**Placed standard cells**

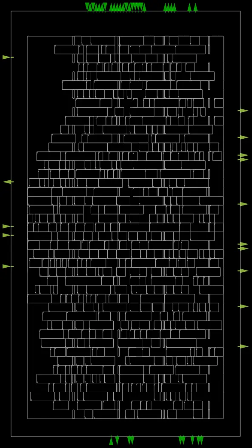
**Pin placement**

Drawn at 4 px/um. Pins as bars across the die edge, other pins in gray.
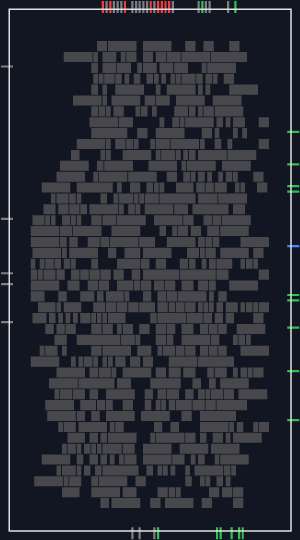
**Signal wires by layer**

Drawn at 3 px/um. Only two layers are drawn.
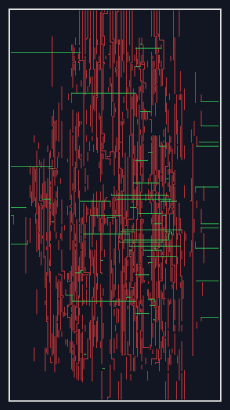
**I/O nets highlighted**

Drawn at 3 px/um.
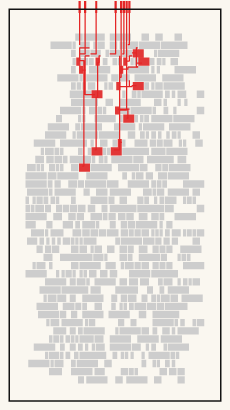
## src/rtl/ov7670_pkg.sv

```systemverilog
// Shared constants and capture state encoding for the OV7670 capture path.
package ov7670_pkg;

  localparam int unsigned SRC_W_DEF = 640;
  localparam int unsigned SRC_H_DEF = 480;
  localparam int unsigned DST_PIX   = 76800;

  typedef enum logic [1:0] {
    ST_IDLE    = 2'd0,
    ST_SYNC    = 2'd1,
    ST_CAPTURE = 2'd2,
    ST_SKIP    = 2'd3
  } cap_state_e;

endpackage

```

## src/rtl/ov7670_capture_decim.sv

```systemverilog
// OV7670 RGB565 capture with 2:1 decimation in x and y into a linear frame buffer.
module ov7670_capture_decim
  import ov7670_pkg::*;
#(
  parameter int unsigned SRC_W  = SRC_W_DEF,
  parameter int unsigned SRC_H  = SRC_H_DEF,
  parameter int unsigned ADDR_W = $clog2(DST_PIX)
) (
  input  logic              clk,
  input  logic              reset,
  input  logic              href,
  input  logic              vsync,
  input  logic [7:0]        data,
  input  logic              freeze,
  output logic              we,
  output logic [ADDR_W-1:0] wAddr,
  output logic [15:0]       wData,
  output logic              frame_done,
  output logic              frame_err
);

  localparam int unsigned XW    = $clog2(SRC_W + 1);
  localparam int unsigned YW    = $clog2(SRC_H + 1);
  localparam int unsigned DST_N = (SRC_W / 2) * (SRC_H / 2);

  localparam logic [1:0] IDLE    = 2'(ST_IDLE);
  localparam logic [1:0] SYNC    = 2'(ST_SYNC);
  localparam logic [1:0] CAPTURE = 2'(ST_CAPTURE);
  localparam logic [1:0] SKIP    = 2'(ST_SKIP);

  logic [1:0]        state;
  logic [1:0]        state_nx;
  logic              href_q;
  logic              phase;
  logic [7:0]        hi_byte;
  logic [XW-1:0]     src_x;
  logic [YW-1:0]     src_y;
  logic [ADDR_W-1:0] addr_cnt;

  logic active;
  logic href_fall;
  logic in_line;
  logic byte_take;
  logic wr_ok;
  logic enter_cap;
  logic end_cap;
  logic err_set;

  // Next-state logic; freeze only matters at the end of vertical blank.
  always_comb begin
    state_nx = state;
    case (state)
      IDLE:    if (vsync) state_nx = SYNC;
      SYNC:    if (!vsync) state_nx = freeze ? SKIP : CAPTURE;
      CAPTURE: if (vsync) state_nx = SYNC;
      SKIP:    if (vsync) state_nx = SYNC;
      default: state_nx = IDLE;
    endcase
  end

  always_ff @(posedge clk) begin
    if (reset) state <= IDLE;
    else       state <= state_nx;
  end

  // A vsync rise in CAPTURE ends the frame immediately, so no byte is taken that cycle.
  always_comb begin
    active    = (state == CAPTURE) && !vsync;
    href_fall = active && href_q && !href;
    in_line   = src_x < XW'(SRC_W);
    byte_take = active && href && in_line;
    wr_ok     = byte_take && phase && !src_x[0] && !src_y[0] &&
                (src_y < YW'(SRC_H)) && (addr_cnt < ADDR_W'(DST_N));
    enter_cap = (state == SYNC) && !vsync && !freeze;
    end_cap   = (state == CAPTURE) && vsync;
    err_set   = (active && href && !in_line) ||
                (href_fall && (phase || (src_x != XW'(SRC_W)) || (src_y >= YW'(SRC_H)))) ||
                (end_cap && (href || (src_y != YW'(SRC_H))));
  end

  always_ff @(posedge clk) begin
    if (reset) begin
      href_q     <= 1'b0;
      phase      <= 1'b0;
      hi_byte    <= 8'd0;
      src_x      <= '0;
      src_y      <= '0;
      addr_cnt   <= '0;
      we         <= 1'b0;
      wAddr      <= '0;
      wData      <= 16'd0;
      frame_done <= 1'b0;
      frame_err  <= 1'b0;
    end else begin
      href_q     <= href;
      we         <= wr_ok;
      frame_done <= end_cap;
      if (err_set) frame_err <= 1'b1;

      if (wr_ok) begin
        wAddr    <= addr_cnt;
        wData    <= {hi_byte, data};
        addr_cnt <= addr_cnt + ADDR_W'(1);
      end else if (enter_cap) begin
        addr_cnt <= '0;
      end

      // Byte pairing; a dangling high byte is dropped when the line ends.
      if (!active || href_fall) begin
        phase <= 1'b0;
        src_x <= '0;
      end else if (byte_take) begin
        phase <= ~phase;
        if (!phase) hi_byte <= data;
        else        src_x   <= src_x + XW'(1);
      end

      if (enter_cap) src_y <= '0;
      else if (href_fall && (src_y < YW'(SRC_H))) src_y <= src_y + YW'(1);
    end
  end

endmodule

```

## config.mk

```make
export PLATFORM = sky130hd
export DESIGN_NAME = ov7670_capture_decim
export DESIGN_NICKNAME = d
export VERILOG_FILES = /design/src/rtl/ov7670_pkg.sv /design/src/rtl/ov7670_capture_decim.sv
export SDC_FILE = /design/constraint.sdc
export NUM_CORES = 1
export LEC_CHECK = 0
export CAP_MARGIN = 5
export CORE_ASPECT_RATIO = 2
export CORE_MARGIN = 5
export CORE_UTILIZATION = 49
export DETAILED_ROUTE_END_ITERATION = 8
export PLACE_DENSITY = 0.74
export SKIP_LAST_GASP = 1
export SLEW_MARGIN = 30
export SYNTH_ARGS = -nofsm -noshare
export SYNTH_HDL_FRONTEND = slang
export SYNTH_SLANG_ARGS = --single-unit
```

## constraint.sdc

```tcl
create_clock -name clk -period 1.9 [get_ports clk]
set_input_delay 0.19 -clock clk [delete_from_list [all_inputs] [get_ports clk]]
set_output_delay 0.19 -clock clk [all_outputs]
set_load 0.1 [all_outputs]
```

==> run summary <==
Implementation numbers.

- Counting endpoints that fail hold in the final report gives 0.
- The cell type contributing the most total cell area after synthesis is sky130_fd_sc_hd__dfxtp_1.
- The reg-to-reg setup timing slack is 0.0003 ns.
- In this run the vertical extent of the chip is 130 um.
- The stat command in Yosys gives a chip area of 0.00353 mm^2.
- In this run the worst setup path terminates at addr_cnt[11].
- The sequential cell fraction of total power is 0.487.
- For this run, the share of the core covered by cells in the final layout is 0.667.
- The most used routing layer in global routing is met2.
- The proportion of netlist area held by the largest area contributor is 0.476.
- The die outline area is 0.00911 mm^2.
- Dividing the final minimum period by the clock period gives 1.00.
- In the synthesized netlist the dominant register cell turns out to be sky130_fd_sc_hd__dfxtp_1.
- The library cell used as clock root buffer is sky130_fd_sc_hd__clkbuf_16.
- The accumulated negative setup slack is 0 ns.
- Overall power consumption after layout is estimated at 0.00364 W.
- The count of standard-cell rows is 43.
- The remaining global-route overflow is 0.
- In the post-synthesis netlist, the biggest area contributors are sky130_fd_sc_hd__dfxtp_1 48%, sky130_fd_sc_hd__nand2_1 8.6%, sky130_fd_sc_hd__a21oi_1 5.5%.
- Power spread over the standard cell area amounts to 780 mW/mm^2.
- The horizontal die size is 70.0 um.
- The routed length per instance is 15.8 um.
- Entering global routing, the biggest net connects 38 pins.
- At the worst endpoint, the required time is 2.18 ns.
- The simple logic cell fraction of the synthesized area is 0.270.
- The met2 wire length is 5.30 mm.
- The number of DRC violations after detailed routing is 0.
- The worst-case max-slew headroom was logged as 0.689.
- From the final report, the count of setup violators was given as 0.
- Counting every net in the synthesized netlist gives 433.
- The source of the critical timing path is addr_cnt[11].
- The commonest cells after synthesis are 84 x sky130_fd_sc_hd__dfxtp_1, 81 x sky130_fd_sc_hd__nand2_1, 39 x sky130_fd_sc_hd__a21oi_1.
- The cell total after placement is 571.
- TritonCTS built the clock tree.
- The flip-flop and latch count after synthesis is 84.
- The complex-gate fraction of the synthesized area is 0.131.
- Of the synthesized area, sequential elements account for 0.476.
- The most common cell after layout, fill and taps aside is sky130_fd_sc_hd__dfxtp_1.
- After clock tree synthesis, the flow added hold-fix buffers numbering 0.
- The pin closest to its max-slew limit shows a slew of 0.462 ns.
- The share of synthesized area spent on multiplexers is 0.0283.
- The class of the tightest hold or removal check is input pin to flip-flop.
- Per the CTS log, the buffer count on the longest clock path is 2.
- Static timing analysis puts the maximum clock frequency at 0.526 GHz.
- Listed in order, past its start point the critical path passes a2111o_1 -> o311a_4 -> or4_4 -> o21ai_0 -> a22o_1.
- In the global route stage, met1 resource usage came out at 0.196.
- Per the placement log, port buffering inserted 48 buffers.
- Setup repair after global routing could not meet its margin everywhere.
- The top layer reached by signal wires is met4.
- The largest registers in the layout are addr_cnt: 17 flops, wAddr: 17 flops, wData: 16 flops.
- The type of destination of the critical path is a flip-flop.
- The clock tree synthesis step divided the H-tree into 3 levels.
- After its last routability iteration, the placer logged a weighted congestion of 0.827.
- The wire length reported by the detailed router is 9.37 mm.
- In the post-route analysis, the smallest setup slack over all paths is 0.000332 ns.
- Before antenna repair, the detailed router went through 4 iterations.
- The count of inserted antenna diode cells is 0.
- The finished design was reported to have a net count of 516.
- The tally of yosys warning messages is 0.
- Excluding fillers, the count of instances in the completed layout stands at 593.
- Summed over all combinational cells, the power is 0.000125 W.
- The number of cell instances on the worst register-to-register path is 5.
- Relative to the synthesized area, the layout overhead comes to 32.2%.
- The clock-pin slew reported for the worst setup and hold paths after clock tree synthesis is 0.06 ns.
- Per the log, the first TritonRoute iteration ended with a DRC count of 241.
- The number of top-level pins is 49.
- The gate count after technology mapping is 415.
- The script computed the net switching share of total power as 0.202.
- The worst-case setup slack after placement is -0.183 ns.
- Looking at the reg2reg group, the worst path ends at addr_cnt[11].
- Per the detail_route report, the via count comes to 3,259.
- The clock sink count is 84.
- Synthesis instantiated 45 different standard cells from the library.
- Detailed placement reports a standard cell area of 0.00425 mm^2.
- After clock tree synthesis, the repair step resized 2 gates.
- The synthesized-area fraction occupied by xor and xnor cells is 0.0397.
- The main kind of combinational logic by area is simple AND/OR/NAND/NOR gates.
- The synth_stat.txt file lists the number of cells as 415.
- The delay of the slowest cell on the worst path is 0.61 ns.
- Power attributed to the clock group is 0.00175 W.
- After synthesis, the mean cell area works out to 8.51 um^2.
- The fraction of layout instances using a drive strength above 1 is 0.217.
- The power share of the clock group is 0.479.
- Of the total synthesized cell area, the portion taken by full adders, half adders and majority gates is 0.0177.
- The worst IR drop on VDD is 505 uV.
- Sorting the synthesis cell report by count puts at the top sky130_fd_sc_hd__dfxtp_1.
- Routing resource usage on met2 recorded by global route was 0.380.
- The post-synth count of flops with an enable pin is 0.
- The post-DP HPWL is 6.23 mm.
- The highest fanout seen on the critical path is 6.
- The share of async-settable or async-resettable flops after synthesis is 0.
- In the routed layout, each cell is associated on average with a via count of 5.50.
- By startpoint and endpoint, the worst setup path is classified as flip-flop to flip-flop.
- STA lists the startpoint of the worst register-to-register path as addr_cnt[11].
- Pins over their slew limit in the final report were tallied at 0.
- In the detailed route, the total length drawn on met3 is 396 um.
- The total global routing track utilization is 0.199.
- The summed area of non-filler cells in the final layout is 0.00467 mm^2.
- The flow ran to the end, and the final reports show no timing, DRC or antenna violations.
- The wire length of the first global-routing pass is 14.4 mm.
- The power of the sequential group is 0.00177 W.
- The slowest stage of the critical path is the sky130_fd_sc_hd__or4_4 cell.
- Per the OpenROAD power report, leakage power amounts to 1.78 nW.
- The stage-log warning count is 30.
- The final hold slack is 0.284 ns.
- The kind of start point of the critical path is a flip-flop.
- The cell internal power dissipation is 0.00291 W.
- The detailed router put a total of 3.34 mm of wire on met1.
- Data arrives at the worst endpoint at 2.18 ns.
- Clock skew on the completed layout was measured at 0.00505 ns.
- For this run, global-route usage on met3 was measured as 0.0401.
- The initial antenna violation count is 0.
- The time the final worst path needs with I/O delays and setup is 1.90 ns.
- The number of buffers inserted by post-CTS setup repair is 0.
- The latest clock arrival within the worst-skew pair is 0.34 ns.
- The cell area after synthesis is 0.00353 mm^2.
- The number of global-route vias before repair is 3,189.
-- 'placed standard cells' (at the start) --
area inside the core boundary: 0.00699 mm^2
well tap count: 90
total of fill cells in the finished design: 608

-- 'pin placement' (at the start) --
- `we`: blue (pins 1; direction output; edge right)
- `wAddr`: green (pins 17; direction output; edge 9 right, 6 bottom, 2 top)
- `data`: red (pins 8; direction input; edge top)
- all pins by edge: 25 top, 10 right, 9 bottom, 5 left

-- 'signal wires by layer' (at the start) --
- met3: green (wire length 397 um)
- met2: red (wire length 5,300 um)

-- 'I/O nets highlighted' (at the start) --
- `data`: red (bits 8; direction input; edge top; end cells 16; buffers 8; wire 310 um)

## cell type report
cell class,count,area (um^2),area share
clock inverter,4,47.5,0.0102
sequential,84,1680,0.360
multi-input combinational,302,1750,0.375
inverter,10,37.5,0.00804
timing repair buffer,91,779,0.167
tap,90,113,0.0241
clock buffer,12,256,0.0549
## critical path: cells and delay by family, from the launching register on
kind               cells  cell delay [ns]
and+or+nand+nor        1             0.61
AOI/OAI and AO/OA      4             0.91
DFF                    1             0.32
## worst min-delay path by stage
stage           endpoint      start  depth (start not counted)
5_1_grt        frame_err      reset                          3
3_3_place_gp   wAddr[11]  wAddr[11]                          2
6_report       frame_err      reset                          3
2_1_floorplan   state[1]      vsync                          1
4_1_cts        frame_err      reset                          3
3_5_place_dp    wData[9]   wData[9]                          2
Power figures rest on the tool's default switching activity, not on a simulated workload.
